Run 1, signal wires on met1:
(4 px per um) Supply wires on this layer in gray. Cells faint in the background.
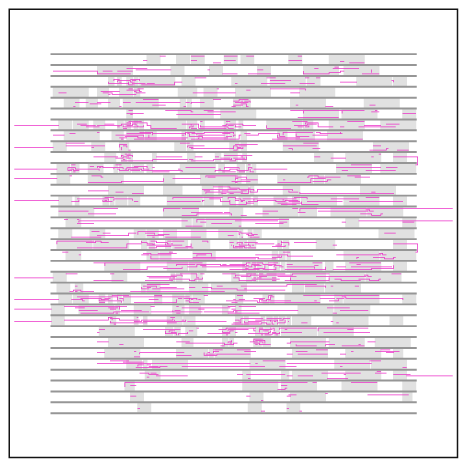
Run 1, routing congestion:
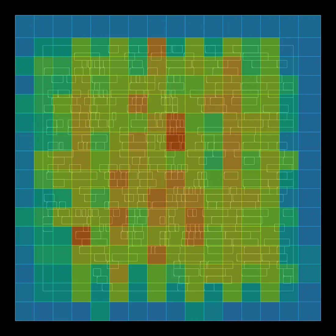
Run 1, metal 3:
(3 px per um) Cells faint in the background.
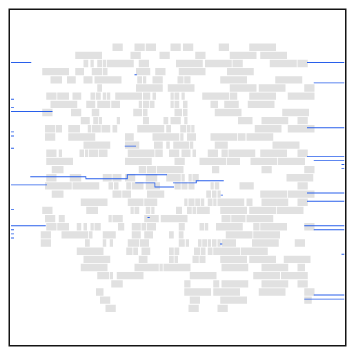
===== src/rtl/ldpc_pkg.sv =====
// Shared types and default latencies for the LDPC check-node scheduler slice.
package ldpc_pkg;

    typedef enum logic [2:0] {
        IDLE,
        ISSUE,
        DRAIN,
        ITER_END,
        DONE
    } sched_state_e;

    localparam int DEF_RD_LATENCY  = 1;
    localparam int DEF_CNU_LATENCY = 5;

endpackage


===== src/rtl/ldpc_delay_line.sv =====
// Resettable valid+data shift register with one early valid tap and an "anything in flight" flag.
module ldpc_delay_line #(
    parameter int WIDTH = 8,
    parameter int DEPTH = 6,
    parameter int TAP   = 1
) (
    input  logic             i_clock,
    input  logic             i_reset_n,
    input  logic             i_valid,
    input  logic [WIDTH-1:0] i_data,
    output logic             o_valid,
    output logic [WIDTH-1:0] o_data,
    output logic             o_tap_valid,
    output logic             o_any_valid
);

    logic [DEPTH-1:0] r_valid;
    logic [WIDTH-1:0] r_data [DEPTH];

    // NOTE: the data stages are reset along with the valids so a mid-decode reset
    // leaves no stale address on o_data; this only works because the line is flops, not RAM.
    always_ff @(posedge i_clock or negedge i_reset_n) begin
        if (!i_reset_n) begin
            r_valid <= '0;
            for (int i = 0; i < DEPTH; i++) begin
                r_data[i] <= '0;
            end
        end else begin
            r_valid[0] <= i_valid;
            r_data[0]  <= i_data;
            for (int i = 1; i < DEPTH; i++) begin
                r_valid[i] <= r_valid[i-1];
                r_data[i]  <= r_data[i-1];
            end
        end
    end

    assign o_valid     = r_valid[DEPTH-1];
    assign o_data      = r_data[DEPTH-1];
    assign o_tap_valid = r_valid[TAP-1];
    assign o_any_valid = |r_valid;

endmodule


===== src/rtl/ldpc_cnu_scheduler.sv =====
// Flooding-schedule sequencer for the 6-input min-sign CNU: issues one check row per cycle,
// tracks reads through the memory+CNU latency, and repeats iterations until a stop condition.
module ldpc_cnu_scheduler
    import ldpc_pkg::*;
#(
    parameter int ADDR_W      = 8,
    parameter int ITER_W      = 5,
    parameter int RD_LATENCY  = DEF_RD_LATENCY,
    parameter int CNU_LATENCY = DEF_CNU_LATENCY
) (
    input  logic              i_clock,
    input  logic              i_reset_n,
    input  logic              i_start,
    input  logic [ADDR_W-1:0] i_num_rows,
    input  logic [ITER_W-1:0] i_max_iter,
    input  logic              i_stall,
    input  logic              i_early_stop,
    input  logic              i_abort,
    output logic              o_busy,
    output logic              o_done,
    output logic              o_aborted,
    output logic [ITER_W-1:0] o_iter_used,
    output logic              o_rd_en,
    output logic [ADDR_W-1:0] o_rd_addr,
    output logic              o_cnu_valid,
    output logic              o_wr_en,
    output logic [ADDR_W-1:0] o_wr_addr
);

    localparam int DL_DEPTH = RD_LATENCY + CNU_LATENCY;

    sched_state_e      r_state, w_state_nxt;
    logic [ADDR_W-1:0] r_num_rows;
    logic [ADDR_W-1:0] r_row;
    logic [ITER_W-1:0] r_max_iter;
    logic [ITER_W-1:0] r_iter_cnt;
    logic [ITER_W-1:0] r_iter_used;
    logic              r_abort_flag;
    logic              r_aborted;

    logic              w_rd_en;
    logic              w_last_row;
    logic              w_finish;
    logic              w_any_valid;
    logic [ITER_W-1:0] w_iter_next;

    assign w_last_row  = (r_row == r_num_rows - ADDR_W'(1));
    assign w_iter_next = r_iter_cnt + ITER_W'(1);
    // An abort arriving in the ITER_END cycle itself still ends the decode.
    assign w_finish    = r_abort_flag | i_abort | i_early_stop | (w_iter_next == r_max_iter);

    // NOTE: every always_comb output gets a default first so no path can infer a latch.
    always_comb begin
        w_state_nxt = r_state;
        w_rd_en     = 1'b0;
        case (r_state)
            IDLE: begin
                if (i_start) begin
                    w_state_nxt = (i_num_rows == '0) ? DONE : ISSUE;
                end
            end
            ISSUE: begin
                if (i_abort) begin
                    w_state_nxt = DRAIN;
                end else if (!i_stall) begin
                    w_rd_en = 1'b1;
                    if (w_last_row) begin
                        w_state_nxt = DRAIN;
                    end
                end
            end
            DRAIN: begin
                if (!w_any_valid) begin
                    w_state_nxt = ITER_END;
                end
            end
            ITER_END: w_state_nxt = w_finish ? DONE : ISSUE;
            DONE:     w_state_nxt = IDLE;
            default:  w_state_nxt = IDLE;
        endcase
    end

    // NOTE: sequential state uses non-blocking assignments so every register samples
    // the pre-edge value of the others, independent of statement order.
    always_ff @(posedge i_clock or negedge i_reset_n) begin
        if (!i_reset_n) begin
            r_state      <= IDLE;
            r_num_rows   <= '0;
            r_row        <= '0;
            r_max_iter   <= '0;
            r_iter_cnt   <= '0;
            r_iter_used  <= '0;
            r_abort_flag <= 1'b0;
            r_aborted    <= 1'b0;
        end else begin
            r_state <= w_state_nxt;
            case (r_state)
                IDLE: begin
                    if (i_start) begin
                        r_num_rows   <= i_num_rows;
                        r_max_iter   <= (i_max_iter == '0) ? ITER_W'(1) : i_max_iter;
                        r_row        <= '0;
                        r_iter_cnt   <= '0;
                        r_iter_used  <= '0;
                        r_abort_flag <= 1'b0;
                        r_aborted    <= 1'b0;
                    end
                end
                ISSUE: begin
                    if (i_abort) begin
                        r_abort_flag <= 1'b1;
                    end else if (w_rd_en) begin
                        r_row <= w_last_row ? '0 : r_row + ADDR_W'(1);
                    end
                end
                DRAIN: begin
                    if (i_abort) begin
                        r_abort_flag <= 1'b1;
                    end
                end
                ITER_END: begin
                    r_iter_cnt   <= w_iter_next;
                    r_iter_used  <= w_iter_next;
                    r_abort_flag <= r_abort_flag | i_abort;
                    r_aborted    <= r_abort_flag | i_abort;
                end
                default: begin
                end
            endcase
        end
    end

    ldpc_delay_line #(
        .WIDTH (ADDR_W),
        .DEPTH (DL_DEPTH),
        .TAP   (RD_LATENCY)
    ) u_delay_line (
        .i_clock     (i_clock),
        .i_reset_n   (i_reset_n),
        .i_valid     (w_rd_en),
        .i_data      (o_rd_addr),
        .o_valid     (o_wr_en),
        .o_data      (o_wr_addr),
        .o_tap_valid (o_cnu_valid),
        .o_any_valid (w_any_valid)
    );

    assign o_rd_en     = w_rd_en;
    assign o_rd_addr   = w_rd_en ? r_row : '0;
    assign o_busy      = (r_state != IDLE);
    assign o_done      = (r_state == DONE);
    assign o_aborted   = r_aborted;
    assign o_iter_used = r_iter_used;

endmodule


===== config.mk =====
export PLATFORM = sky130hd
export DESIGN_NAME = ldpc_cnu_scheduler
export DESIGN_NICKNAME = d
export VERILOG_FILES = /design/src/rtl/ldpc_pkg.sv /design/src/rtl/ldpc_delay_line.sv /design/src/rtl/ldpc_cnu_scheduler.sv
export SDC_FILE = /design/constraint.sdc
export NUM_CORES = 1
export LEC_CHECK = 0
export CAP_MARGIN = 20
export CORE_MARGIN = 10
export CORE_UTILIZATION = 40
export DETAILED_ROUTE_END_ITERATION = 16
export PLACE_DENSITY_LB_ADDON = 0.08
export SYNTH_ARGS = -nofsm -noshare
export SYNTH_HDL_FRONTEND = slang
export SYNTH_SLANG_ARGS = --single-unit

===== constraint.sdc =====
create_clock -name i_clock -period 3.57 [get_ports i_clock]
set_input_delay 0.8925 -clock i_clock [delete_from_list [all_inputs] [get_ports i_clock]]
set_output_delay 0.8925 -clock i_clock [all_outputs]
set_load 0.005 [all_outputs]

==> ci_impl_report.md, run 1 <==
### Metrics collected by this job

| Metric | Value |
|---|---|
| Outcome | `complete, no violations` |
| Core area | `8220 um^2` |
| Log Warnings | `26` |
| Yosys stat cell total | `272` |
| Max-Cap Viols | `0` |
| R2r setup slk | `820 ps` |
| Post-synth EDFFs | `0` |
| Hold wc startpoint | `u_delay_line.r_data[22]$_DFF_PN0_` |
| I/O pins | `46` |
| Register share after synthesis | `63.3%` |
| Antenna cells | `0` |
| YS warnings | `0` |
| Synthesized instance count | `272` |
| Root Buffer | `clkbuf_8` |
| R2R cell count | `8` |
| CTS tree | `yes` |
| Synth top area share | `63.3%` |
| Synth-to-layout area growth | `21.1%` |
| Worst hold path cell count | `0` |
| Syn_area_per_cell | `12.4 um^2` |
| Drt initial violations | `64` |
| Tcrit/Tclk final | `95.5%` |
| DRT antenna net count | `0` |
| Least-Margin Pin Slew | `648 ps` |
| Pwr Total | `0.00294 W` |
| Count of different cell masters after synthesis | `48` |
| Start of the worst register-to-register path | `r_num_rows[0]$_DFFE_PN0P_` |
| Hold crit path type | `reg2reg` |
| RSZ-0062 raised after global routing | `no` |
| Crit start category | `primary input` |
| Synth area leader | `dfrtp_1` |
| DP Area | `3870 um^2` |
| CP arrival | `2520 ps` |
| Clock buffer depth | `2` |
| Number of setup buffers added after CTS | `0` |
| Site row count | `33` |
| Fmax | `293 MHz` |
| Buffers on Ports | `45` |
| Final Setup Violations | `0` |
| Leakage | `1.83 nW` |
| Overflow after GRT | `0` |
| YS chip area | `3360 um^2` |
| Worst path required time | `2680 ps` |
| Flops after synth | `85` |
| GPL Wtd Cong | `0.781` |
| Post-Synthesis Net Count | `294` |
| Rel. slew slack | `56.7%` |
| Commonest cells post-synth | `85 x dfrtp_1, 25 x nand2_1, 14 x o21ai_0` |
| First-pass GRT wire length | `11200 um` |
## Picture notes: 'signal wires on met1'
wire length on this layer: 3240 um
share of all routed wire: 50%
main direction: horizontal
grt met1 use: 14.2%
vias: 2107
total wire length: 6530 um

## Picture notes: 'routing congestion'
per-cell routed wire length: 15.3 um
total track usage: 10.9%

## Picture notes: 'metal 3'
longest straight run: 18.4 um
share of all routed wire: 4.0%
wire length on this layer: 260 um
main direction: horizontal
nets with wire on the layer: 28
routing usage on met3: 3.06%

==> run 1: area by class of cell <==
type                            instances  area, um^2
Clock inverter                          6        53.8
Multi-Input combinational cell        164        1100
Tap cell                              105         131
Clock buffer                           10         138
Fill cell                             772        4150
Timing Repair Buffer                   50         488
Sequential cell                        85        2130
Inverter                                8        30.0
==> run 1: power by group <==
group          internal [W]  leakage, nW  total, W  switching, W
logic              0.000488        0.590  0.000958      0.000471
registers           0.00113         1.14   0.00134      0.000205
clock network      0.000284       0.0954  0.000647      0.000363
==> run 1: registers in the layout, summed over array words and instances, names as in the netlist <==
name	flops
o_aborted	1
o_iter_used	5
r_abort_flag	1
r_max_iter	5
r_num_rows	8
r_row	8
r_state	3
u_delay_line.o_data	8
u_delay_line.r_data	40
u_delay_line.r_valid	6
==> run 1: per-layer routing <==
metal / GRT usage (%) / share of wire, %
met3: 3.06 / 4.0
met4: 5.14 / 1.6
met1: 14.2 / 50
met5: 0 / 0
met2: 16.6 / 45
==> run 1: through the flow <==
step / utilization [%] / setup WS, ps
after floorplan: - / 1130
after global placement: 47.1 / 126
after detailed placement: 47.1 / 97.6
after CTS: 49.4 / 89.6
after global routing: 49.6 / 55.2
final: 49.6 / 160
==> run 1: logic make-up after synthesis <==
family / synth area share [%]
AND-OR/OR-AND: 8.19
XOR/XNOR: 5.10
adder cells (fa/ha/maj): 1.12
buffers and inverters: 4.09
flip-flops: 63.3
multiplexers: 3.68
AND/OR/NAND/NOR: 14.6
==> run 1: worst max-delay path by stage <==
stage | start | endpoint | slack [ps]
after global placement | i_abort | o_rd_addr[6] | 130
final | i_stall | o_rd_addr[1] | 160
after floorplan | i_abort | o_rd_addr[0] | 1130
after detailed placement | i_abort | o_rd_addr[6] | 100
after CTS | i_abort | o_rd_addr[6] | 90
after global routing | r_state[0]$_DFFE_PN0P_ | o_rd_addr[1] | 60
==> run 1: critical path, stage by stage <==
cell and delay [ps]:
clkdlybuf4s50_1 560, nor3_2 210, buf_4 180, and2_1 160, clkdlybuf4s50_1 510
==> run 1: cells in the final DEF, fill, tap and decap left out, types with 3 or more instances in the layout <==
cell type,netlist,routed
nor4_1,8,7
xor2_1,10,10
clkdlybuf4s50_1,0,43
a21oi_1,11,11
nand3_1,9,9
dfrtp_1,85,85
a31oi_1,3,3
clkbuf_8,1,10
xnor2_1,7,7
and2_1,4,4
nor3_1,9,9
mux2_2,11,11
nand2_1,25,25
o21ai_0,14,14
ha_1,3,3
nor2_1,13,13
inv_1,8,8
nand2b_1,3,3
buf_4,8,6
o22ai_1,3,3
==> run 1: what timing repair did <==
| item | in CTS | in global routing |
|---|---|---|
| setup endpoints to repair | 0 | 1 |
| resized | 0 | 2 |
| hold buffers | 0 | 0 |
==> run 2, diff against run 1 <==
--- a/config.mk
+++ b/config.mk
@@ -8,6 +8,7 @@
 export CAP_MARGIN = 20
 export CORE_MARGIN = 10
 export CORE_UTILIZATION = 40
+export CTS_BUF_LIST = sky130_fd_sc_hd__clkbuf_16
 export DETAILED_ROUTE_END_ITERATION = 16
 export PLACE_DENSITY_LB_ADDON = 0.08
 export SYNTH_ARGS = -nofsm -noshare
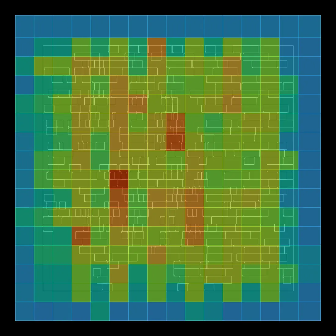
Run 2: routing congestion
met2 usage: 16.4%
grt met1 use: 14.1%

==> ci_impl_report.md, run 2 <==
### Metrics collected by this job

| Metric | Value |
|---|---|
| Outcome | `complete, no violations` |
| Synthesized instance count | `272 (unchanged)` |
| Setup ws final | `161 ps (+1.10 ps)` |
| Post-Synthesis Net Count | `294 (unchanged)` |
| YS chip area | `3360 um^2 (unchanged)` |
| Worst path required time | `2680 ps (about the same)` |
| Drt initial violations | `54 (-16%)` |
| Fmax | `293 MHz (about the same)` |
| Clock buffer depth | `2 (unchanged)` |
| Buffers on Ports | `45 (unchanged)` |
| Root Buffer | `clkbuf_16` |
| Setup WS pre-CTS | `97.6 ps (unchanged)` |
| Synth area leader | `dfrtp_1` |
| Most numerous logic cells after layout | `85 x dfrtp_1, 43 x clkdlybuf4s50_1, 25 x nand2_1` |
| CP arrival | `2520 ps (about the same)` |
| Yosys stat cell total | `272 (unchanged)` |
| First-pass GRT wire length | `11100 um (-0.62%)` |
| Core area | `8220 um^2 (unchanged)` |
| Register share after synthesis | `63.3% (unchanged)` |
| GPL Wtd Cong | `0.781 (unchanged)` |
| P_int | `0.00210 W (+10%)` |
| Rel. slew slack | `57.6% (+0.98 points)` |
| Least-Margin Pin Slew | `633 ps (-14.6 ps)` |
| Crit start category | `primary input` |
| Synth-to-layout area growth | `23.8%` |
| Flop pwr share | `42.2% (-3.3 points)` |
| Antenna cells | `0 (unchanged)` |
| Site row count | `33 (unchanged)` |
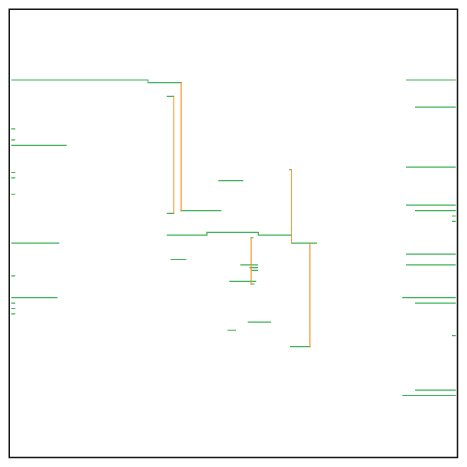
Run 2: metal layers overlaid
(4 px per um) Two of the layers only.
[orange] metal 4 | wire length: 117 um
[green] metal 3 | wire length: 303 um
vias: 2134
per-cell routed wire length: 15.3 um
total wire length: 6530 um
total track usage: 10.9%

## run 2: through the flow
step           util, %  instance area (um^2)
3_5_place_dp      47.1                  3870
4_1_cts           50.6                  4150
6_report          50.7                  4160
3_3_place_gp      47.1                  3870
5_1_grt           50.7                  4160
2_1_floorplan        -                  3360
## run 2: final cells by class
type	count	area, um^2
fillers	764	4050
flip-flops and latches	85	2130
multi-input cells	164	1100
repair buffers	50	488
clock buffers	9	225
well taps	105	131
clock inverters	7	57.6
inverters	8	30.0
## run 2: metal layers
layer  global-route usage (%)  up-vias  part of all wire, %
met5                        0        -                    0
met4                     4.88        0                  1.8
met3                     3.06       11                  4.6
met2                     16.4       55                   45
met1                     14.1     1021                   49
li1                         -     1047                    -
## run 2: cell families after synthesis
logic type	Yosys count	synth area share, %
and+or+nand+nor	90	14.6
DFF	85	63.3
buffers and inverters	23	4.09
muxes	11	3.68
AOI/OAI and AO/OA	42	8.19
adders and majority gates	3	1.12
xor gates and xnor gates	18	5.10
## run 2: worst paths after layout
| path | startpoint | end | slack (ps) | depth (start not counted) |
|---|---|---|---|---|
| max in group asynchronous | i_reset_n | u_delay_line.r_data[26]$_DFF_PN0_ | 2320 | 2 |
| worst min-delay path | u_delay_line.r_data[22]$_DFF_PN0_ | u_delay_line.r_data[14]$_DFF_PN0_ | 340 | 0 |
| worst max register to register | r_num_rows[0]$_DFFE_PN0P_ | r_row[5]$_DFFE_PN0P_ | 800 | 8 |
| worst min register to register | u_delay_line.r_data[22]$_DFF_PN0_ | u_delay_line.r_data[14]$_DFF_PN0_ | 340 | 0 |
| worst max-delay path | i_stall | o_rd_addr[1] | 160 | 5 |
| min in group asynchronous | i_reset_n | u_delay_line.r_data[19]$_DFF_PN0_ | 560 | 1 |
## run 2: repair_timing
item	CTS	global route
gates resized	0	2
hold buffers	0	0
buffers inserted	0	0
endpoints found under the setup margin	0	1
hold endpoints to repair	0	0
## run 2: worst max-delay path, cell delays in order
cell and delay (ps):
clkdlybuf4s50_1 560, nor3_2 210, buf_4 180, and2_1 160, clkdlybuf4s50_1 510
## run 2: power groups by stage
stage                     Combinational, W  Sequential (W)  Clock (W)
after floorplan                   0.000719         0.00129          0
after global placement            0.000959         0.00136          0
after detailed placement          0.000962         0.00136          0
after CTS                         0.000974         0.00134   0.000901
after global routing               0.00107         0.00137   0.000938
final                             0.000962         0.00134   0.000869
==> run 3, diff against run 2 <==
--- a/config.mk
+++ b/config.mk
@@ -9,6 +9,7 @@
 export CORE_MARGIN = 10
 export CORE_UTILIZATION = 40
 export CTS_BUF_LIST = sky130_fd_sc_hd__clkbuf_16
+export CTS_CLUSTER_SIZE = 10
 export DETAILED_ROUTE_END_ITERATION = 16
 export PLACE_DENSITY_LB_ADDON = 0.08
 export SYNTH_ARGS = -nofsm -noshare
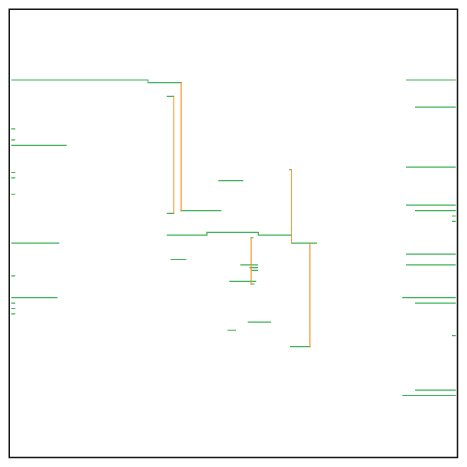
Run 3: metal layers overlaid
(4 px per um) Two of the layers only.
[orange] metal 4 | wire length: 117 um
[green] metal 3 | wire length: 303 um

==> ci_impl_report.md, run 3 <==
### Metrics collected by this job

| Metric | Value |
|---|---|
| Per-cell routed wire length | `15.3 um (unchanged)` |
| Register share after synthesis | `63.3% (unchanged)` |
| Antenna cells | `0 (unchanged)` |
| Synth-to-layout area growth | `23.8% (unchanged)` |
| Outcome | `complete, no violations` |
| Clock buffer depth | `2 (unchanged)` |
| YS chip area | `3360 um^2 (unchanged)` |
| Log Warnings | `26` |
| Post-Synthesis Net Count | `294 (unchanged)` |
| Fmax | `293 MHz (unchanged)` |
| Core area | `8220 um^2 (unchanged)` |
| Site row count | `33 (unchanged)` |
| Chip width | `112 um` |
| Worst path required time | `2680 ps (about the same)` |
| I/O pins | `46` |
| Most numerous logic cells after layout | `85 x dfrtp_1, 43 x clkdlybuf4s50_1, 25 x nand2_1` |
| Post-layout min period | `3410 ps` |
| Crit start category | `primary input` |
| Overflow after GRT | `0` |
| Rel. slew slack | `57.6% (unchanged)` |
| Drt initial violations | `54 (unchanged)` |
| Fillers | `764 (unchanged)` |
| Post-CTS Hold Fix Bufs | `0 (unchanged)` |
| Synth area leader | `dfrtp_1` |
| Placed Cells | `412` |
| GPL Wtd Cong | `0.781 (unchanged)` |
| Synthesized instance count | `272 (unchanged)` |
| First-pass GRT wire length | `11100 um (unchanged)` |
| Root Buffer | `clkbuf_16` |
| Buffers on Ports | `45 (unchanged)` |
| Total track usage | `10.9% (unchanged)` |
| CP arrival | `2520 ps (about the same)` |
| Yosys stat cell total | `272 (unchanged)` |
| Total wire length | `6530 um (unchanged)` |
| Least-Margin Pin Slew | `633 ps (unchanged)` |
| Vias | `2134 (unchanged)` |
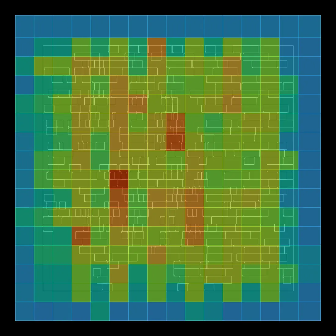
Run 3: routing congestion
most used routing layer: met2
post-layout util: 50.7%

run 3: what timing repair did:
item | 4_1_cts | 5_1_grt
endpoints found under the setup margin | 0 | 1
buffers inserted | 0 | 0
resized | 0 | 2
run 3: cell type report:
class,instances,area [um^2],share of cell area (%)
sequential,85,2130,51.1
multi-input combinational,164,1100,26.5
timing repair buffer,50,488,11.7
clock buffer,9,225,5.41
tap,105,131,3.16
clock inverter,7,57.6,1.38
inverter,8,30.0,0.721
run 3: worst paths after layout:
kind	startpoint	end	slack, ps	cells after the start
max in group asynchronous	i_reset_n	u_delay_line.r_data[26]$_DFF_PN0_	2320	2
min reg2reg	u_delay_line.r_data[22]$_DFF_PN0_	u_delay_line.r_data[14]$_DFF_PN0_	340	0
max	i_stall	o_rd_addr[1]	160	5
min	u_delay_line.r_data[22]$_DFF_PN0_	u_delay_line.r_data[14]$_DFF_PN0_	340	0
max reg2reg	r_num_rows[0]$_DFFE_PN0P_	r_row[5]$_DFFE_PN0P_	800	8
min in group asynchronous	i_reset_n	u_delay_line.r_data[19]$_DFF_PN0_	560	1
run 3: cells by family after synthesis:
group	share of synthesized area (%)
compound gates	8.19
xor+xnor	5.10
simple gates	14.6
buf+inv	4.09
flops	63.3
fa+ha+maj	1.12
mux	3.68
run 3: critical path: stages:
cell and delay [ps]:
clkdlybuf4s50_1 560, nor3_2 210, buf_4 180, and2_1 160, clkdlybuf4s50_1 510
run 3: power by group:
group | switching [W] | total (W) | internal (W)
Sequential | 0.000203 | 0.00134 | 0.00114
Clock | 0.000388 | 0.000869 | 0.000481
Combinational | 0.000474 | 0.000962 | 0.000488
Total | 0.00106 | 0.00317 | 0.00210
run 3: per-stage QoR:
| stage | utilization (%) | setup WS (ps) | cell area (um^2) |
|---|---|---|---|
| floorplan | - | 1130 | 3360 |
| global placement | 47.1 | 126 | 3870 |
| detailed placement | 47.1 | 97.6 | 3870 |
| CTS | 50.6 | 89.6 | 4150 |
| global route | 50.7 | 68.4 | 4160 |
| finish | 50.7 | 161 | 4160 |
run 3: routing by layer:
layer | share of wire [%] | GRT usage [%]
met4 | 1.8 | 4.88
met3 | 4.6 | 3.06
met2 | 45 | 16.4
met1 | 49 | 14.1
met5 | 0 | 0
No activity file was given, so power comes from the tool's default toggle rates.
